==> config.mk <==
export PLATFORM = sky130hd
export DESIGN_NAME = switch_debouncer
export DESIGN_NICKNAME = d
export VERILOG_FILES = /design/src/rtl/sw_pkg.sv /design/src/rtl/debounce_bit.sv /design/src/rtl/switch_debouncer.sv
export SDC_FILE = /design/constraint.sdc
export NUM_CORES = 1
export LEC_CHECK = 0
export CORE_ASPECT_RATIO = 1.25
export CORE_MARGIN = 2
export CORE_UTILIZATION = 40
export DETAILED_ROUTE_END_ITERATION = 10
export PLACE_DENSITY_LB_ADDON = 0.3
export SYNTH_ARGS = -nofsm -noshare
export SYNTH_HDL_FRONTEND = slang
export SYNTH_HIERARCHICAL = 1
export SYNTH_SLANG_ARGS = --single-unit
==> constraint.sdc <==
create_clock -name clk -period 4.2 [get_ports clk]
set_input_delay 0.42 -clock clk [delete_from_list [all_inputs] [get_ports clk]]
set_output_delay 0.42 -clock clk [all_outputs]
set_load 0.01 [all_outputs]
==> src/rtl/sw_pkg.sv <==
// Shared constants and helpers for the slide-switch conditioning stage.
package sw_pkg;

    localparam int unsigned N_SW_DEFAULT     = 7;
    localparam int unsigned DEBOUNCE_DEFAULT = 1_000_000;

    // Switch bit positions in sw_raw / sw_clean
    localparam int unsigned SW_CIN = 0;
    localparam int unsigned SW_B0  = 1;
    localparam int unsigned SW_B1  = 2;
    localparam int unsigned SW_B2  = 3;
    localparam int unsigned SW_A0  = 4;
    localparam int unsigned SW_A1  = 5;
    localparam int unsigned SW_A2  = 6;

    // Width of a counter that must reach cycles-1 (never less than one bit)
    function automatic int unsigned cnt_width(input int unsigned cycles);
        return (cycles < 2) ? 1 : $clog2(cycles);
    endfunction

endpackage

==> src/rtl/debounce_bit.sv <==
// Single-switch conditioner: 2-flop synchronizer, stability counter,
// clean level register and one-cycle rise/fall pulse registers.
module debounce_bit #(
    parameter int unsigned DEBOUNCE_CYCLES = 4,
    parameter int unsigned CNT_W           = 2
) (
    input  logic clk,
    input  logic rst,
    input  logic raw_i,
    output logic clean_o,
    output logic rise_o,
    output logic fall_o,
    output logic update_c
);

    localparam logic [CNT_W-1:0] CNT_MAX = CNT_W'(DEBOUNCE_CYCLES - 1);

    logic             s1_q;
    logic             s2_q;
    logic [CNT_W-1:0] cnt_q;
    logic [CNT_W-1:0] cnt_d;
    logic             clean_q;
    logic             clean_d;
    logic             rise_q;
    logic             rise_d;
    logic             fall_q;
    logic             fall_d;

    // Bring the asynchronous switch level into the clock domain
    always_ff @(posedge clk) begin
        if (rst) begin
            s1_q <= 1'b0;
            s2_q <= 1'b0;
        end else begin
            s1_q <= raw_i;
            s2_q <= s1_q;
        end
    end

    // Count consecutive cycles the synchronized level disagrees with clean
    always_comb begin
        cnt_d   = cnt_q;
        clean_d = clean_q;
        rise_d  = 1'b0;
        fall_d  = 1'b0;
        if (s2_q == clean_q) begin
            cnt_d = '0;
        end else if (cnt_q == CNT_MAX) begin
            cnt_d   = '0;
            clean_d = s2_q;
            rise_d  = s2_q;
            fall_d  = ~s2_q;
        end else begin
            cnt_d = cnt_q + CNT_W'(1);
        end
    end

    // Filter state and registered edge pulses
    always_ff @(posedge clk) begin
        if (rst) begin
            cnt_q   <= '0;
            clean_q <= 1'b0;
            rise_q  <= 1'b0;
            fall_q  <= 1'b0;
        end else begin
            cnt_q   <= cnt_d;
            clean_q <= clean_d;
            rise_q  <= rise_d;
            fall_q  <= fall_d;
        end
    end

    assign clean_o  = clean_q;
    assign rise_o   = rise_q;
    assign fall_o   = fall_q;
    assign update_c = rise_d | fall_d;

endmodule

==> src/rtl/switch_debouncer.sv <==
// Debounces the raw slide switches feeding the adder / seven-segment path
// and flags every clean-level edit with a one-cycle pulse.
module switch_debouncer
    import sw_pkg::*;
#(
    parameter int unsigned N_SW            = N_SW_DEFAULT,
    parameter int unsigned DEBOUNCE_CYCLES = DEBOUNCE_DEFAULT
) (
    input  logic            clk,
    input  logic            rst,
    input  logic [N_SW-1:0] sw_raw,
    output logic [N_SW-1:0] sw_clean,
    output logic [N_SW-1:0] sw_rise,
    output logic [N_SW-1:0] sw_fall,
    output logic            sw_changed
);

    localparam int unsigned CNT_W = cnt_width(DEBOUNCE_CYCLES);

    logic [N_SW-1:0] update_c;
    logic            changed_q;

    // One independent filter per switch
    for (genvar i = 0; i < N_SW; i++) begin : g_bit
        debounce_bit #(
            .DEBOUNCE_CYCLES (DEBOUNCE_CYCLES),
            .CNT_W           (CNT_W)
        ) u_bit (
            .clk      (clk),
            .rst      (rst),
            .raw_i    (sw_raw[i]),
            .clean_o  (sw_clean[i]),
            .rise_o   (sw_rise[i]),
            .fall_o   (sw_fall[i]),
            .update_c (update_c[i])
        );
    end

    // Registered OR of next-cycle pulses so it lines up with sw_rise/sw_fall
    always_ff @(posedge clk) begin
        if (rst) begin
            changed_q <= 1'b0;
        end else begin
            changed_q <= |update_c;
        end
    end

    assign sw_changed = changed_q;

endmodule
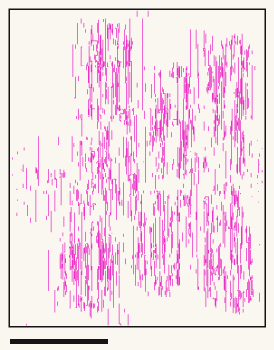
layer_met2.png
The bar under the picture is 50 µm long.
- nets with wire on the layer: 702
- longest straight run: 46.6 µm
- main direction: vertical
- share of all routed wire: 48%
- wire length on this layer: 7130 µm

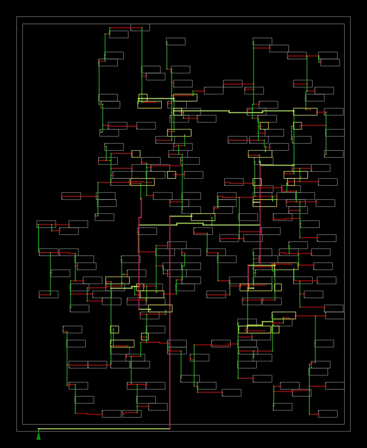
clocks.png
clock buffers created by TritonCTS: 17
clk_buf instances: 17

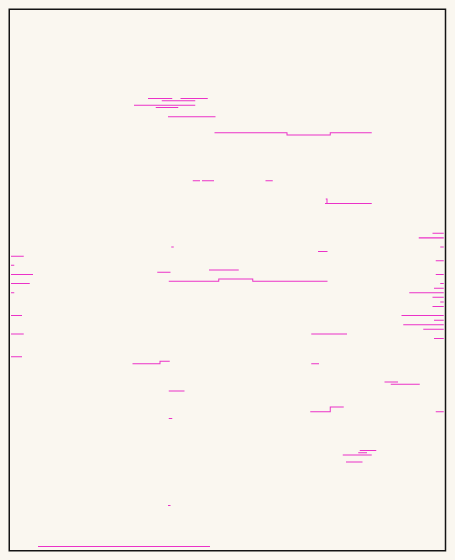
layer_met3.png
- nets with wire on the layer: 43
- share of all routed wire: 2.8%
aggregate routed wire length: 14900 µm
met3 Resource Use GR: 3.36%

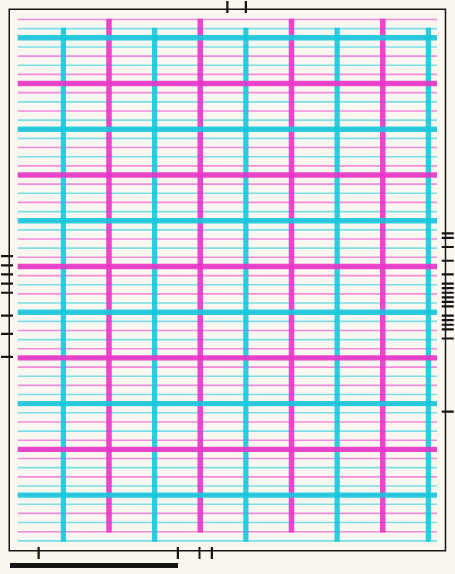
power_grid.png
The bar under the picture is 50 µm long. Pins as bars on the die edge.
- magenta: VDD
- cyan: VSS
- rows: 57
- met1 rails: 58
- met4 straps: 9
- signal pins: 31
- met5 straps: 11

==> summary.log <==
qor: timing.report.final.hold_viol_count 0
qor: setup_path.worstPathMaxFanout 18
qor: logic_synthesis.netlist_top_cells_count 176 x sky130_fd_sc_hd__dfxtp_1, 119 x sky130_fd_sc_hd__nor2_1, 77 x sky130_fd_sc_hd__xnor2_1
qor: setup_path.worst_path_dominant_cell_family AND-OR/OR-AND gates
qor: detailed_routing.first_iter_violations 274
qor: timing.final.min_clock_period 2020 ps
qor: logic_synthesis.synth_top_cell_by_count sky130_fd_sc_hd__dfxtp_1
qor: hold_path.hold_path_depth 1
qor: logic_synthesis.net_count_synth 853
qor: logic_synthesis.yosys-stat-area 0.00785 mm²
qor: clocking.cts_num_sinks 176
qor: logic_synthesis.synth_async_sr_flop_share 0%
qor: setup_path.crit_slowest_cell sky130_fd_sc_hd__o21ai_2
qor: clocking.htree_levels 4
qor: timing.finalSetupViolations 0
qor: power.power_per_cell_area 354 mW/mm²
qor: detailed_routing.vias 5910
qor: timing.tightest_slew 961 ps
qor: place.gp_congestion 0.788
qor: power.seq_power_share 52.9%
qor: logic_synthesis.postSynthRegisterBits 176
qor: setup_path.arrival 2300 ps
qor: logic_synthesis.synth_seq_share 44.9%
qor: die.core-area 0.0193 mm²
qor: cells_and_area.design.final.nets 895
qor: setup_path.cp_slowest_stage_delay 640 ps
qor: die.rows 57
qor: global_routing.number_of_antenna_violations_at_the_first_check_in_global_routing 0
qor: clocking.post_cts_resized 0
qor: clocking.cts_max_path_buffers 2
qor: die.initial_core_util 40.6%
qor: timing.report.final.slew_viol_count 0
qor: detailed_routing.drc_errors 0
qor: setup_path.end_kind flip-flop
qor: logic_synthesis.post_synth_main_area_contributors sky130_fd_sc_hd__dfxtp_1 45%, sky130_fd_sc_hd__xnor2_1 8.6%, sky130_fd_sc_hd__nor2_1 5.7%
qor: logic_synthesis.yosys.area.top_type_share 44.9%
qor: power.max-vdd-ir-drop 269 µV
qor: timing.worst_hold_slack 441 ps
qor: setup_path.criticalPathCategory reg2reg
qor: logic_synthesis.synthesis.area 0.00785 mm²
qor: cells_and_area.final_layout_size_suffix_gt1_share 10.9%
qor: die.floorplan.io_pins 31
qor: run_status.outcome finished clean
qor: logic_synthesis.most_area_hungry_cell_type_in_the_yosys_netlist sky130_fd_sc_hd__dfxtp_1
qor: power.clock_power_share 45.8%
qor: timing.rsz0062_at_grt false
qor: global_routing.grt_busiest_layer met2
qor: die.chipWidth 129 µm
qor: hold_path.holdCritPathClass reg2reg
qor: setup_path.r2r_cells 5
qor: global_routing.use_met2 25.1%
qor: cells_and_area.layout_top_cells_excl_fill_tap 176 x sky130_fd_sc_hd__dfxtp_1, 119 x sky130_fd_sc_hd__nor2_1, 77 x sky130_fd_sc_hd__xnor2_1, 42 x sky130_fd_sc_hd__nand4_1, 36 x sky130_fd_sc_hd__nor3_1
qor: logic_synthesis.synth.lib_cells_used.distinct 33
qor: setup_path.crit_path_cell_trace ha_1 > nand3_4 > or2_2 > o21ai_2 > nor2_1
qor: global_routing.global_route_wire_length_before_repair 26500 µm
qor: timing.min_period_over_period 48.0%
qor: setup_path.worstSetupStartpointType flip-flop
qor: power.power_switching 719 µW
qor: cells_and_area.fin_util 46.4%
qor: setup_path.timing.critical_path.depth 5
qor: clocking.source_to_sink_clock_delay_at_the_later_pin_of_the_worst_skew_pair 430 ps
qor: die.fp.dieArea 0.0208 mm²
qor: setup_path.path_buffers 0
qor: global_routing.grt_overflow_total 0
qor: cells_and_area.antenna_cell_count 0
qor: global_routing.grt.total_usage 15.4%
qor: flow_run.log.warning_count 26
qor: global_routing.grt_pass1_vias 5727
qor: global_routing.grt_start_max_net_pins 51
qor: timing.fin_setup_tns 0 ps
qor: timing.fmaxAchievable 496 MHz
qor: clocking.hold_buffers 0
qor: flow_run.cap_violations 0
qor: power.cellInternalPower 2460 µW
qor: setup_path.worst_ep_required_time 4480 ps
qor: cells_and_area.syn_to_final_growth 14.3%
qor: clocking.clk_transition_reported_paths 70 ps
qor: detailed_routing.drtAntennaViolNets 0
qor: clocking.post_cts_buffers 0
qor: logic_synthesis.syn_inst 837
qor: logic_synthesis.synth.yosys.num_cells 837
qor: power.leakage_power 0.00261 µW
qor: detailed_routing.post_drt_wl_per_cell 12.9 µm
qor: clocking.root_buffer sky130_fd_sc_hd__clkbuf_16
qor: cells_and_area.final_layout_top_logic_cell sky130_fd_sc_hd__dfxtp_1
-- registers in the layout, indices dropped and copies added (netlist names) --
| register | count |
|---|---|
| g_bit.u_bit/clean_o | 7 |
| g_bit.u_bit/cnt_q | 140 |
| g_bit.u_bit/fall_o | 7 |
| g_bit.u_bit/rise_o | 7 |
| g_bit.u_bit/s1_q | 7 |
| g_bit.u_bit/s2_q | 7 |
| sw_changed | 1 |
-- worst reg2reg max path: cells and delay by family, from the launching register on --
| family | cells | cell delay [ps] |
|---|---|---|
| AOI/OAI and AO/OA | 1 | 640 |
| adders and majority gates | 1 | 260 |
| DFF | 1 | 390 |
| and+or+nand+nor | 3 | 590 |
-- final cells by class --
| cell class | instances | area (µm²) |
|---|---|---|
| well taps | 265 | 332 |
| clock inverters | 15 | 125 |
| flip-flops and latches | 176 | 3520 |
| multi-input cells | 626 | 4170 |
| clock buffers | 17 | 425 |
| repair buffers | 30 | 295 |
| fillers | 1851 | 10400 |
| inverters | 28 | 105 |
-- metal layers --
| metal | vias to the layer above | share of wire (%) |
|---|---|---|
| met3 | 14 | 2.8 |
| met2 | 78 | 48 |
| met1 | 2724 | 48 |
| met4 | 0 | 1.3 |
| met5 | - | 0 |
| li1 | 3094 | - |
-- kinds of logic after synthesis --
group	count (synthesis)	synth area share, %
AND/OR/NAND/NOR	436	33.9
flip-flops	176	44.9
XOR/XNOR	105	11.7
AND-OR/OR-AND	78	6.31
buffers and inverters	35	2.01
adder cells (fa/ha/maj)	7	1.12
-- power groups by stage --
| stage | combinational [µW] | clock [µW] | sequential (µW) |
|---|---|---|---|
| 2_1_floorplan | 21.7 | 0 | 1720 |
| 3_3_place_gp | 40.2 | 0 | 1720 |
| 3_5_place_dp | 40.0 | 0 | 1720 |
| 4_1_cts | 40.4 | 1510 | 1680 |
| 5_1_grt | 44.9 | 1590 | 1680 |
| 6_report | 39.5 | 1460 | 1680 |
-- metrics by stage --
stage | std cells | setup slack [ps] | area [µm²] | total power (µW)
after floorplan | 837 | 2530 | 7850 | 1740
after global placement | 1125 | 2170 | 8420 | 1760
after detailed placement | 1125 | 2160 | 8420 | 1760
after CTS | 1157 | 2150 | 8970 | 3230
after global routing | 1157 | 1970 | 8970 | 3310
final | 1157 | 2180 | 8970 | 3180
-- final timing paths --
check                           slack, ps               startpoint                  endpoint
worst min register to register        440      g_bit[4].u_bit/s1_q       g_bit[4].u_bit/s2_q
worst min-delay path                  440      g_bit[4].u_bit/s1_q       g_bit[4].u_bit/s2_q
worst max register to register       2180  g_bit[0].u_bit/cnt_q[0]  g_bit[0].u_bit/cnt_q[14]
worst max-delay path                 2180  g_bit[0].u_bit/cnt_q[0]  g_bit[0].u_bit/cnt_q[14]
Power and IR drop assume default switching activity.
